[src/rtl/counter_pkg.sv]
// counter_pkg: shared direction/mode encodings and a
// constant ceil-log2 helper for the modulo counter slice.
package counter_pkg;

    localparam bit CNT_DN    = 1'b0;
    localparam bit CNT_UP    = 1'b1;
    localparam bit MODE_WRAP = 1'b0;
    localparam bit MODE_SAT  = 1'b1;

    // Never returns 0 so it can size a vector directly.
    function automatic int clog2(input int v);
        int r;
        r = 0;
        while ((1 << r) < v) begin
            r = r + 1;
        end
        return (r == 0) ? 1 : r;
    endfunction

endpackage

[src/rtl/tick_prescaler.sv]
// tick_prescaler: emits one TICK every PRESCALE enabled cycles;
// the phase holds while EN is low and restarts on SYNC_CLR.
module tick_prescaler
    import counter_pkg::*;
#(
    parameter int PRESCALE = 1
) (
    input  logic CLK,
    input  logic RST,
    input  logic EN,
    input  logic SYNC_CLR,
    output logic TICK
);

    generate
        if (PRESCALE <= 1) begin : g_bypass
            logic unused_in;
            assign unused_in = ^{CLK, RST, SYNC_CLR};
            assign TICK = EN;
        end else begin : g_div
            localparam int PW = clog2(PRESCALE);
            localparam logic [PW-1:0] LAST = PW'(PRESCALE - 1);
            localparam logic [PW-1:0] ONE  = PW'(1);

            logic [PW-1:0] cnt;

            always_ff @(posedge CLK or posedge RST) begin
                if (RST) begin
                    cnt <= '0;
                end else if (SYNC_CLR) begin
                    cnt <= '0;
                end else if (EN) begin
                    cnt <= (cnt == LAST) ? '0 : cnt + ONE;
                end
            end

            assign TICK = EN && (cnt == LAST);
        end
    endgenerate

endmodule

[src/rtl/updown_mod_counter.sv]
// updown_mod_counter: parametrised up/down modulo counter with
// clear, clamped load, prescaled stepping and terminal-count pulse.
module updown_mod_counter
    import counter_pkg::*;
#(
    parameter int WIDTH    = 4,
    parameter int MAX_VAL  = 15,
    parameter int RST_VAL  = MAX_VAL,
    parameter int PRESCALE = 1,
    parameter bit SATURATE = 1'b0
) (
    input  logic             CLK,
    input  logic             RST,
    input  logic             EN,
    input  logic             UP,
    input  logic             CLR,
    input  logic             LOAD,
    input  logic [WIDTH-1:0] LOAD_VAL,
    output logic [WIDTH-1:0] OUT,
    output logic             TC,
    output logic             ZERO
);

    generate
        if (MAX_VAL > 2**WIDTH - 1) begin : g_bad_max
            $error("MAX_VAL does not fit in WIDTH bits");
        end
        if (RST_VAL > MAX_VAL || RST_VAL < 0) begin : g_bad_rst
            $error("RST_VAL outside 0..MAX_VAL");
        end
        if (PRESCALE < 1) begin : g_bad_ps
            $error("PRESCALE must be at least 1");
        end
    endgenerate

    localparam logic [WIDTH-1:0] MAXV = WIDTH'(MAX_VAL);
    localparam logic [WIDTH-1:0] RSTV = WIDTH'(RST_VAL);
    localparam logic [WIDTH-1:0] ONE  = WIDTH'(1);

    logic             tick;
    logic             at_end;
    logic             tc_d;
    logic [WIDTH-1:0] load_clamp;
    logic [WIDTH-1:0] out_d;

    tick_prescaler #(
        .PRESCALE (PRESCALE)
    ) u_prescaler (
        .CLK      (CLK),
        .RST      (RST),
        .EN       (EN),
        .SYNC_CLR (CLR | LOAD),
        .TICK     (tick)
    );

    assign load_clamp = (LOAD_VAL > MAXV) ? MAXV : LOAD_VAL;

    // Boundary is tested before stepping, so no WIDTH overflow.
    assign at_end = (UP == CNT_UP) ? (OUT == MAXV)
                                   : (OUT == '0);

    always_comb begin
        out_d = OUT;
        tc_d  = 1'b0;
        if (CLR) begin
            out_d = RSTV;
        end else if (LOAD) begin
            out_d = load_clamp;
        end else if (tick) begin
            tc_d = at_end;
            if (!at_end) begin
                out_d = (UP == CNT_UP) ? OUT + ONE
                                       : OUT - ONE;
            end else if (SATURATE != MODE_SAT) begin
                out_d = (UP == CNT_UP) ? '0 : MAXV;
            end
        end
    end

    always_ff @(posedge CLK or posedge RST) begin
        if (RST) begin
            OUT <= RSTV;
            TC  <= 1'b0;
        end else begin
            OUT <= out_d;
            TC  <= tc_d;
        end
    end

    assign ZERO = (OUT == '0);

endmodule

[config.mk]
export PLATFORM = sky130hd
export DESIGN_NAME = updown_mod_counter
export DESIGN_NICKNAME = d
export VERILOG_FILES = /design/src/rtl/counter_pkg.sv /design/src/rtl/tick_prescaler.sv /design/src/rtl/updown_mod_counter.sv
export SDC_FILE = /design/constraint.sdc
export NUM_CORES = 1
export LEC_CHECK = 0
export ABC_AREA = 1
export CORE_AREA = 8 8 45 47
export CTS_BUF_LIST = sky130_fd_sc_hd__clkbuf_8
export DETAILED_ROUTE_END_ITERATION = 7
export DIE_AREA = 0 0 53 55
export PLACE_DENSITY = 0.64
export SLEW_MARGIN = 25
export SYNTH_ARGS = -nofsm -noshare
export SYNTH_HDL_FRONTEND = slang
export SYNTH_SLANG_ARGS = --single-unit
[constraint.sdc]
create_clock -name CLK -period 1.7 [get_ports CLK]
set_clock_uncertainty 0.1 [all_clocks]
set_input_delay 0.425 -clock CLK [delete_from_list [all_inputs] [get_ports CLK]]
set_output_delay 0.425 -clock CLK [all_outputs]
set_load 0.005 [all_outputs]
Fig. 1: M1 wires
Supply wires on this layer in grey.
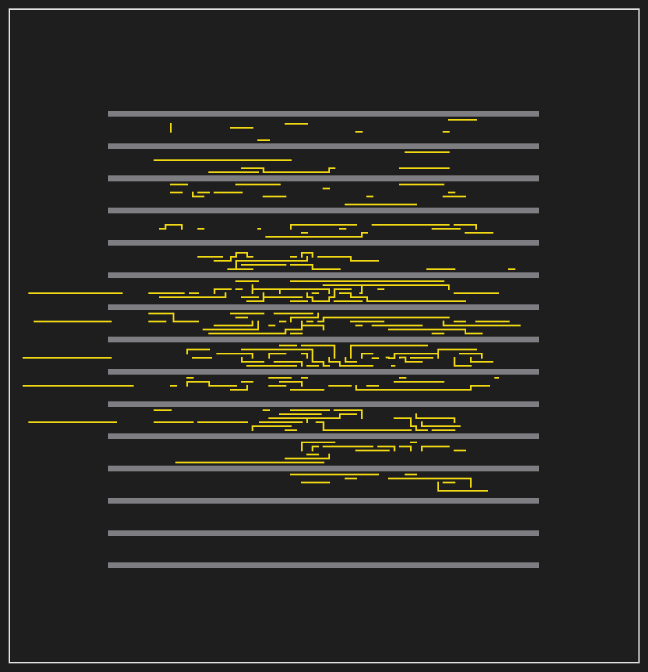
The wires run mostly horizontal. The layer holds 43% of the routed length. The layer carries 545 um of wire. 99 nets have wire on it.
vias: 507
M1 GR Usage: 0.1028

Fig. 2: wires at chosen ports, followed through buffers
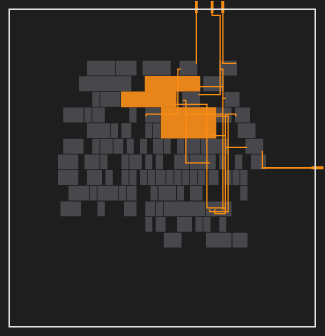
Key: orange = `OUT` [direction output, edge 3 north, 1 east, end cells 4, buffers 5, wire 195 um]

Fig. 3: cell classes on the final placement
Scale bar: 20 um. Fill, decap, tap and diode cells in grey.
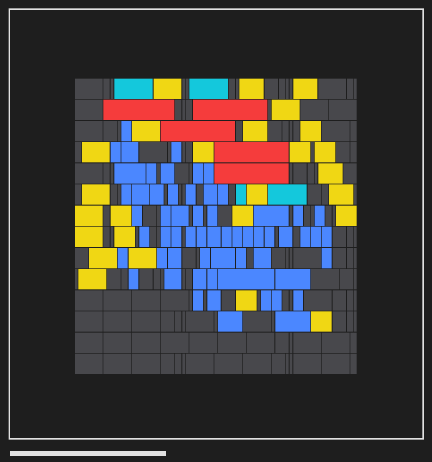
Key: cyan = clock drivers and dummy loads [cells 4, share of their area 6.3%]; blue = remaining logic cells [cells 60, share of their area 43%]; yellow = remaining buffers and delay cells [cells 26, share of their area 32%]; red = registers [cells 5, share of their area 18%]
fraction of area in registers: 0.1784
std cell rows: 14
final core utilization: 0.5271

==> run notes <==
Synthesis and PnR results.

- The flow ran to the end, and the final reports show no timing, DRC or antenna violations.
- The number of instances in the synthesized netlist is 65.
- The signal on the critical path passes through nor4_2 > clkdlybuf4s15_1.
- The count of buffering cells on the critical path with inverters included reads 1.
- The root buffer cell is clkbuf_8.
- The timing report gives the clock slew at the launch and capture registers of the worst setup and hold paths as approximately 40 ps.
- The most used flip-flop cell is dfstp_2.
- The number of buffers added on ports reads 15.
- The net switching component of the power reads 0.1660 mW.
- The placement stage leaves a total instance area of 680.7 um^2.
- The final timing report gives a worst setup slack of 7.682 ps.
- The power report lists the clock group at 0.211 mW.
- The critical path is of the reg2out type.
- The required time of the critical path is 1170 ps.
- The design has 5 sequential cells.
- The launch instance of the worst register-to-register path reads OUT[2]$_DFFE_PP1P_.
- The combinational group share of total power reads 0.355.
- The data arrival time of the critical path is 1170 ps.
- Measured along the x axis, the die boundary spans 53 um.
- The number of clock sinks is 5.
- The layout net count reads roughly 110.
- The worst slack at placement reads -370.0 ps.
- The area fraction in and, or, nand and nor cells reads 0.4298.
- The combinational power reads 0.200 mW.
- The total I/O pin count reads 16.
- The average instance area after synthesis is 6.583 um^2.
- Per the detailed-route log, wirelength across all metal layers totals around 1.3 mm.
- The proportion of synthesized chip area in sequential cells is 0.3041.
- After routing, the total negative slack on setup checks comes to 0 ps.
- In this build the clock could be raised as far as 590.9 MHz.
- Hold is met by 312.6 ps.
- Per the layout area report, the combinational fraction of cell area is 0.3756.
- The number of warnings in the stage logs reads 26.
- The global placer's final weighted congestion is 0.7912.
- The reported sequential group power reads around 0.15 mW.
- The highest supply drop recorded on VDD is 0.6622 mV.
- After detailed placement, the design holds a cell count of between 100 and 150.
- The cell area after synthesis is approximately 430 um^2.
- The non-clock inverter count in the final layout reads 9.
- Overall routing resource usage recorded by global route was 0.08388.
- The vertical die dimension is approximately 55 um.
- The area of all placed cells without fillers is 729.5 um^2.
- Yosys mapped the design onto 20 distinct sky130hd cell types.
- No sink is reached through more buffers than the 2 on the longest clock path.
- The internal power summed over all cells is 0.3964 mW.
- The area share of fa/ha/maj cells after synthesis reads 0.1053.
- The final cell count without fillers is 111.
- The fraction of synthesis flops using an asynchronous set or reset pin reads 1.000.
- The shortest clock period the worst path allows after layout reads between 1500 and 2000 ps.
- The multiplexer area fraction after synthesis is 0.
- The total global routing overflow reads 0.
- Looking at the critical path, the highest net fanout was 2.
- The yosys stat cell total is between 60 and 70.
- STA classifies the critical path endpoint as a primary output.
- The count of antenna-violating nets left after detailed routing reads 0.
- The total stage count of the critical path reads 2.
- The largest single stage delay on the critical path is 370 ps.
- The cell-mix breakdown from Yosys lists the compound-gate area share as 0.06140.
- The share of power burned in registers reads 0.269.
- The non-clock buffer area fraction after layout reads 0.3105.
- The area inside the core boundary reads 1384 um^2.
- The effective utilization at floorplan reads 0.3092.
- The post-cts sizing count is 7.
- In the final layout, the share of cells above drive strength 1 is 0.2632.
- The TritonCTS clock tree reads done.
- The worst setup path is launched from a flip-flop.
- Per the run report, area growth between synthesis and finish was 70.47%.
- For reference, the critical path is launched at OUT[2]$_DFFE_PP1P_.
- The number of DRC markers after the initial detailed-route iteration reads 13.
- The count of multi-input combinational gates is 51.
- The post-synthesis xor/xnor area fraction is 0.02047.
- The tally of yosys warning messages is 0.
- The area share of the largest cell type after synthesis reads 0.2456.
- The H-tree level count reads 1.
- The count of cells along the worst register-to-register path is 8.
- The via count normalized by instance count reads about 4.6.
- Per the final report, max-transition violations number 0.
- The clock latency at the later pin of the worst-skew pair is 220 ps.
- The cell type taking the most area is multi-input combinational cells.
- The final critical-path share of the clock period is 0.9955.
- The final tally of setup violations is 0.
-- routing by layer --
metal,vias to the layer above,part of all wire,global-route usage
met5,-,0,0
met4,0,0.024,0.03879
met3,4,0.070,0.03476
met2,22,0.48,0.1250
met1,217,0.43,0.1028
li1,264,-,-
-- layout by cell type, fill, tap and decap left out, drive strengths merged --
cell type      netlist  final
a21oi                2      2
a31oi                1      1
buf                  0     11
clkbuf               0      3
clkdlybuf4s15        0      1
clkdlybuf4s50        0      9
dfrtp                1      1
dfstp                4      4
dlygate4sd2          0      5
fa                   1      1
ha                   2      2
inv                  9     10
nand2               19     19
nand3                4      4
nand4                1      1
nor2                15     15
nor3                 1      1
nor4                 1      1
o21ai                2      2
or2                  1      1
xnor2                1      1
-- flip-flops by register name, indices dropped and copies added, names as in the netlist --
name,count
TC,1
OUT,4
Power and IR drop assume default switching activity.
